m2.png
Cells faint in the background.
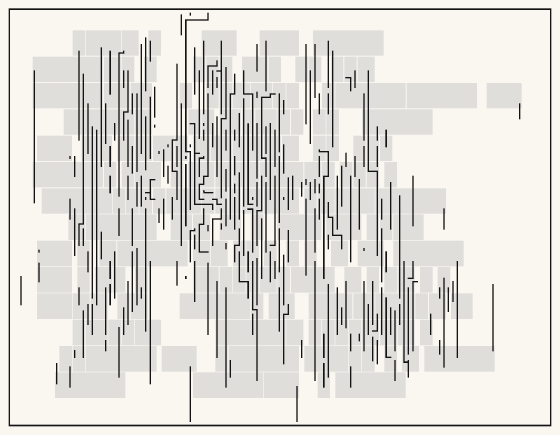
port_trees.png
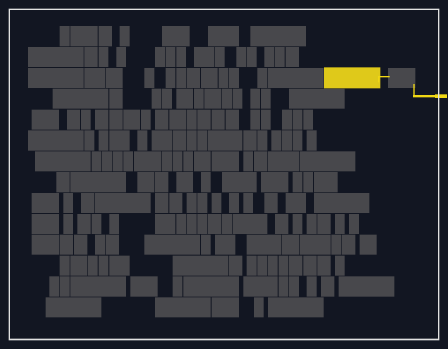
m3.png
Scale bar: 20 microns.
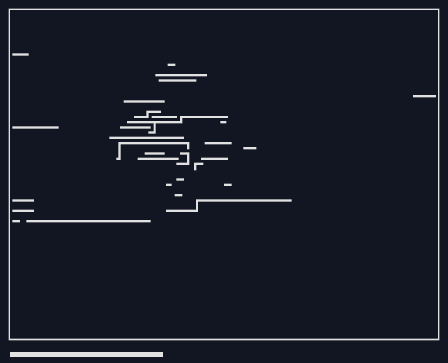
File: src/rtl/wire_bit_encoder_pkg.sv
// Shared definitions for the one-wire bit encoder: FSM state types and
// pulse-width phase lengths (in timing units).
package wire_bit_encoder_pkg;

    typedef enum logic [2:0] {
        IDLE,
        PRIME,
        LOW,
        HIGH,
        STOP,
        REL
    } enc_state_t;

    typedef enum logic [1:0] {
        F_IDLE,
        F_REQ,
        F_WAIT
    } fetch_state_t;

    localparam int ZERO_LOW_UNITS = 3;
    localparam int ONE_LOW_UNITS  = 1;
    localparam int BIT_UNITS      = 4;

    function automatic logic [1:0] low_units(input logic bit_val);
        return bit_val ? 2'(ONE_LOW_UNITS) : 2'(ZERO_LOW_UNITS);
    endfunction

endpackage

File: src/rtl/wire_unit_timer.sv
// Prescaler plus 2-bit unit counter; unit_tick marks the last clk of each unit.
// clear has priority over count_en and restarts both counters from zero.
module wire_unit_timer #(
    parameter int UNIT_CYCLES = 25,
    parameter int UNIT_WIDTH  = 5
) (
    input  logic       clk,
    input  logic       reset,
    input  logic       clear,
    input  logic       count_en,
    output logic       unit_tick,
    output logic [1:0] units
);

    logic [UNIT_WIDTH-1:0] presc;

    assign unit_tick = count_en && (presc == UNIT_WIDTH'(UNIT_CYCLES - 1));

    always_ff @(posedge clk) begin
        if (reset || clear) begin
            presc <= '0;
            units <= '0;
        end else if (count_en) begin
            if (unit_tick) begin
                presc <= '0;
                units <= units + 2'd1;
            end else begin
                presc <= presc + 1'b1;
            end
        end
    end

endmodule

File: src/rtl/wire_bit_encoder.sv
// Pulls bits from the serializer and emits pulse-width coded one-wire timing.
// Optional stop-bit low phase enabled by defining WIRE_ENC_STOP_BIT_EN.
module wire_bit_encoder #(
    parameter int UNIT_CYCLES    = 25,
    parameter int UNIT_WIDTH     = 5,
    parameter int STOP_LOW_UNITS = 1
) (
    input  logic clk,
    input  logic reset,
    input  logic start,
    output logic ser_ready,
    input  logic ser_strobe,
    input  logic ser_data,
    input  logic ser_empty,
    output logic line_oe,
    output logic busy,
    output logic done
);

    import wire_bit_encoder_pkg::*;

`ifdef WIRE_ENC_STOP_BIT_EN
    localparam enc_state_t END_STATE = STOP;
    localparam logic       END_OE    = 1'b1;
`else
    localparam enc_state_t END_STATE = REL;
    localparam logic       END_OE    = 1'b0;
`endif

    enc_state_t   state;
    fetch_state_t fstate;

    logic       cur_bit;
    logic       next_bit;
    logic       next_valid;
    logic       next_end;
    logic       high_over;
    logic       unit_tick;
    logic [1:0] units;
    logic [1:0] low_last;
    logic [1:0] high_last;
    logic       low_end;
    logic       high_end;
    logic       stop_end;
    logic       rel_end;
    logic       resolved;
    logic       fetch_go;
    logic       consume;
    logic       phase_change;
    logic       timer_clear;
    logic       timer_en;

    // Phase indices are last-unit numbers: a phase of N units ends on unit N-1.
    assign low_last  = low_units(cur_bit) - 2'd1;
    assign high_last = 2'(BIT_UNITS - 1) - low_units(cur_bit);

    assign low_end   = unit_tick && (units == low_last);
    assign high_end  = high_over || (unit_tick && (units == high_last));
    assign stop_end  = unit_tick && (units == 2'(STOP_LOW_UNITS - 1));
    assign rel_end   = unit_tick && (units == 2'd0);
    assign resolved  = next_valid || next_end;

    assign fetch_go  = ((state == IDLE) && start) || ((state == LOW) && low_end);
    assign consume   = ((state == PRIME) || ((state == HIGH) && high_end)) && resolved;

    always_comb begin
        phase_change = 1'b0;
        case (state)
            LOW:     phase_change = low_end;
            HIGH:    phase_change = high_end && resolved;
            STOP:    phase_change = stop_end;
            REL:     phase_change = rel_end;
            default: phase_change = 1'b0;
        endcase
    end

    assign timer_en    = (state != IDLE) && (state != PRIME);
    assign timer_clear = !timer_en || phase_change;

    wire_unit_timer #(
        .UNIT_CYCLES(UNIT_CYCLES),
        .UNIT_WIDTH (UNIT_WIDTH)
    ) u_timer (
        .clk      (clk),
        .reset    (reset),
        .clear    (timer_clear),
        .count_en (timer_en),
        .unit_tick(unit_tick),
        .units    (units)
    );

    always_ff @(posedge clk) begin
        if (reset) begin
            fstate     <= F_IDLE;
            ser_ready  <= 1'b0;
            next_bit   <= 1'b0;
            next_valid <= 1'b0;
            next_end   <= 1'b0;
        end else begin
            ser_ready <= 1'b0;
            if (consume) begin
                next_valid <= 1'b0;
                next_end   <= 1'b0;
            end
            case (fstate)
                F_IDLE: begin
                    if (fetch_go) begin
                        fstate    <= F_REQ;
                        ser_ready <= 1'b1;
                    end
                end
                F_REQ: fstate <= F_WAIT;
                F_WAIT: begin
                    if (ser_strobe) begin
                        next_bit   <= ser_data;
                        next_valid <= 1'b1;
                        fstate     <= F_IDLE;
                    end else if (ser_empty) begin
                        next_end <= 1'b1;
                        fstate   <= F_IDLE;
                    end else begin
                        // Serializer reloading: ask again.
                        fstate    <= F_REQ;
                        ser_ready <= 1'b1;
                    end
                end
                default: fstate <= F_IDLE;
            endcase
        end
    end

    always_ff @(posedge clk) begin
        if (reset) begin
            state     <= IDLE;
            line_oe   <= 1'b0;
            busy      <= 1'b0;
            done      <= 1'b0;
            cur_bit   <= 1'b0;
            high_over <= 1'b0;
        end else begin
            done <= 1'b0;
            case (state)
                IDLE: begin
                    if (start) begin
                        busy  <= 1'b1;
                        state <= PRIME;
                    end
                end
                PRIME: begin
                    if (next_valid) begin
                        cur_bit <= next_bit;
                        line_oe <= 1'b1;
                        state   <= LOW;
                    end else if (next_end) begin
                        line_oe <= END_OE;
                        state   <= END_STATE;
                    end
                end
                LOW: begin
                    if (low_end) begin
                        line_oe   <= 1'b0;
                        high_over <= 1'b0;
                        state     <= HIGH;
                    end
                end
                HIGH: begin
                    // Once the nominal phase has elapsed, wait cycle-by-cycle for the fetch.
                    if (high_end) begin
                        if (next_valid) begin
                            cur_bit <= next_bit;
                            line_oe <= 1'b1;
                            state   <= LOW;
                        end else if (next_end) begin
                            line_oe <= END_OE;
                            state   <= END_STATE;
                        end else begin
                            high_over <= 1'b1;
                        end
                    end
                end
                STOP: begin
                    if (stop_end) begin
                        line_oe <= 1'b0;
                        state   <= REL;
                    end
                end
                REL: begin
                    if (rel_end) begin
                        busy  <= 1'b0;
                        done  <= 1'b1;
                        state <= IDLE;
                    end
                end
                default: begin
                    line_oe <= 1'b0;
                    busy    <= 1'b0;
                    state   <= IDLE;
                end
            endcase
        end
    end

endmodule

File: config.mk
export PLATFORM = sky130hd
export DESIGN_NAME = wire_bit_encoder
export DESIGN_NICKNAME = d
export VERILOG_FILES = /design/src/rtl/wire_bit_encoder_pkg.sv /design/src/rtl/wire_unit_timer.sv /design/src/rtl/wire_bit_encoder.sv
export SDC_FILE = /design/constraint.sdc
export NUM_CORES = 1
export LEC_CHECK = 0
export ABC_AREA = 1
export CAP_MARGIN = 30
export CORE_ASPECT_RATIO = 0.75
export CORE_MARGIN = 2
export CORE_UTILIZATION = 59
export CTS_CLUSTER_DIAMETER = 80
export DETAILED_ROUTE_END_ITERATION = 16
export PLACE_DENSITY = 0.93
export SETUP_SLACK_MARGIN = 0.1
export SYNTH_ARGS = -nofsm -noshare
export SYNTH_HDL_FRONTEND = slang
export SYNTH_SLANG_ARGS = --single-unit
File: constraint.sdc
create_clock -name clk -period 4.3 [get_ports clk]
set_input_delay 0.86 -clock clk [delete_from_list [all_inputs] [get_ports clk]]
set_output_delay 0.86 -clock clk [all_outputs]
set_load 0.1 [all_outputs]
==> reports/qor.csv <==
metric,value,unit
cts_root_buf,clkbuf_4,
skew,0.00473,ns
drc,0,
slowest_stage,clkdlybuf4s50_1,
fmax,374,MHz
numCtsBuffers,3,
crit_path_end_kind,output port,
die_h,42.9,microns
hp-class,reg2reg,
drtPass1Iterations,4,
p_int,0.376,mW
finalPower,0.713,mW
drv_slew,0,
syn-cell-area,0.00119,sq mm
yosys-top-cells-area,"dfxtp_1 35%, nand2_1 10%, nor2_1 9.2%",
switching_share,0.473,
num_rows,14,
cap_viol_max_count,0,
cp_data_arrival_time,1.82,ns
drive_gt1_frac,0.114,
largest_area_cell,dfxtp_1,
comb_power_share,0.511,
htreeDepth,1,
nFillCells,160,
synth_chip_area,0.00119,sq mm
gr-total-overflow,0,
start_kind,flop,
synth_top_area_share,0.354,
io_pins,10,
syn-num-nets,186,
tns,0,ns
grtUsageTotal,0.220,
crit_type,reg2out,
cts_num_sinks,21,
vias_per_cell,5.46,
synthCells,175,
diodes,0,
cp_top_family,buffers and inverters,
top_usage_layer,met2,
grt_max_degree,13,
syn_to_final_growth,10.7,%
rsz0062_at_grt,no,
status,"complete, no violations",
dp_cells,205,
dpl.hpwl,1880,microns
edf_count,0,
synth_cell_types,27,
fin_util,0.676,
finalNonFillerCells,209,
cp.required,3.44,ns
postSynth.asyncResetShare,0,
cts_tree,done,
cts_resized,0,
avgSynthCellArea,6.79,sq um
fp-utilization,0.611,
logic_area,646,sq um
period_used_share,0.622,
nets,197,
period_needed,2.68,ns
grt_pass1_wl,4070,microns
post_cts_buffers,0,
synth_stat.cells,175,
crit_chain,clkdlybuf4s50_1,
grtUsageMet1,0.261,
fp.dieW,55.8,microns
clock_latency,0.30,ns
relSlewSlack,0.340,
finalSetupViolations,0,
crit_path_max_incr_delay,1.15,ns
holdBufCountCts,0,
drtAntennaViolNets,0,
fp.coreArea,0.00194,sq mm
p_seq_frac,0.359,
die-area,0.00239,sq mm
first_global_vias,988,
globalplace.congestion,0.865,
warnings,28,
antenna_found_initial,0,
port_buffers,9,
yosysWarnings,0,
hold_viol,0,
ff_type,dfxtp_1,
leakage,0.534,nW
yosysSeqAreaShare,0.354,
whs,0.472,ns
powerDensity,542,mW/mm^2
About m2.png:
The wires run mostly vertical. The longest straight run is 18.0 microns.
grt met2 use: 0.376
WL final: 2350 microns

About port_trees.png:
Key: done = yellow [bits 1, direction output, edge right, end cells 1, buffers 1, wire 6.30 microns]

About m3.png:
The longest straight run is 15.9 microns. The layer holds 5.8% of the routed length. The layer carries 137 microns of wire.
met3 Use GR: 0.0610
via count: 1,142

-- cells in the final DEF (no fill, tap or decap), drive strengths merged --
master | synthesis | routed
dfxtp | 21 | 21
inv | 27 | 27
nor3 | 6 | 6
clkinv | 0 | 1
nand4 | 2 | 2
nand3 | 16 | 16
o22ai | 2 | 2
or2 | 1 | 1
xor2 | 1 | 1
o21ai | 5 | 5
a211oi | 1 | 1
nand3b | 2 | 2
nand2 | 39 | 39
nor2 | 32 | 32
a22oi | 1 | 1
ha | 5 | 5
a31oi | 1 | 1
a21oi | 9 | 9
clkdlybuf4s50 | 0 | 9
o21bai | 1 | 1
clkbuf | 1 | 3
-- kinds of logic (layout without fill, tap and decap cells) --
family	Yosys count	after routing	synth area share
simple gates	98	98	0.390
buf+inv	30	40	0.102
flops	21	21	0.354
compound gates	20	20	0.0938
fa+ha+maj	5	5	0.0527
xor+xnor	1	1	0.00738
-- path summary, 6_finish.rpt --
path	startpoint	endpoint	cells past startpoint	slack, ns
min reg2reg	next_bit	next_bit	2	0.47
max reg2reg	state[2]	state[0]	11	2.17
min	next_bit	next_bit	2	0.47
max	busy	busy	1	1.62
-- state kept, by name, indices dropped and copies added, names as in the netlist, 2 cells and up --
register / count
u_timer.units: 2
u_timer.presc: 5
state: 3
fstate: 2
-- cells in the mapped netlist (2+ instances only) --
master	count
nand3b_1	2
nor2_4	2
inv_1	23
ha_1	5
dfxtp_1	21
inv_2	4
a21oi_1	9
o21ai_0	5
nor2_1	29
nand3_1	13
nand3_2	3
o22ai_1	2
nand2_2	5
nand2_1	33
nor3_1	6
nand4_1	2
-- layout make-up --
cell class | count | share of cell area
well taps | 24 | 0.0228
multi-input cells | 124 | 0.491
clock buffers | 3 | 0.0171
clock inverters | 1 | 0.00381
flip-flops and latches | 21 | 0.320
repair buffers | 9 | 0.0685
inverters | 27 | 0.0771
-- power groups by stage --
| stage | Clock (mW) | Combinational (mW) | Sequential (mW) |
|---|---|---|---|
| floorplan | 0 | 0.266 | 0.279 |
| global placement | 0 | 0.340 | 0.258 |
| detailed placement | 0 | 0.360 | 0.260 |
| CTS | 0.0955 | 0.360 | 0.255 |
| global route | 0.104 | 0.408 | 0.259 |
| finish | 0.0926 | 0.364 | 0.256 |
-- metrics by stage --
step | area [sq um] | worst slack [ns]
3_3_place_gp | 1290 | 1.98
3_5_place_dp | 1290 | 1.96
4_1_cts | 1320 | 1.61
6_report | 1320 | 1.62
5_1_grt | 1320 | 1.54
2_1_floorplan | 1190 | 2.50
-- layer usage --
| layer | wire length [microns] | vias to the layer above |
|---|---|---|
| met5 | 0 | - |
| met4 | 61 | 0 |
| met3 | 136 | 10 |
| met2 | 1080 | 48 |
| met1 | 1060 | 509 |
| li1 | - | 575 |
Power and IR drop assume default switching activity.
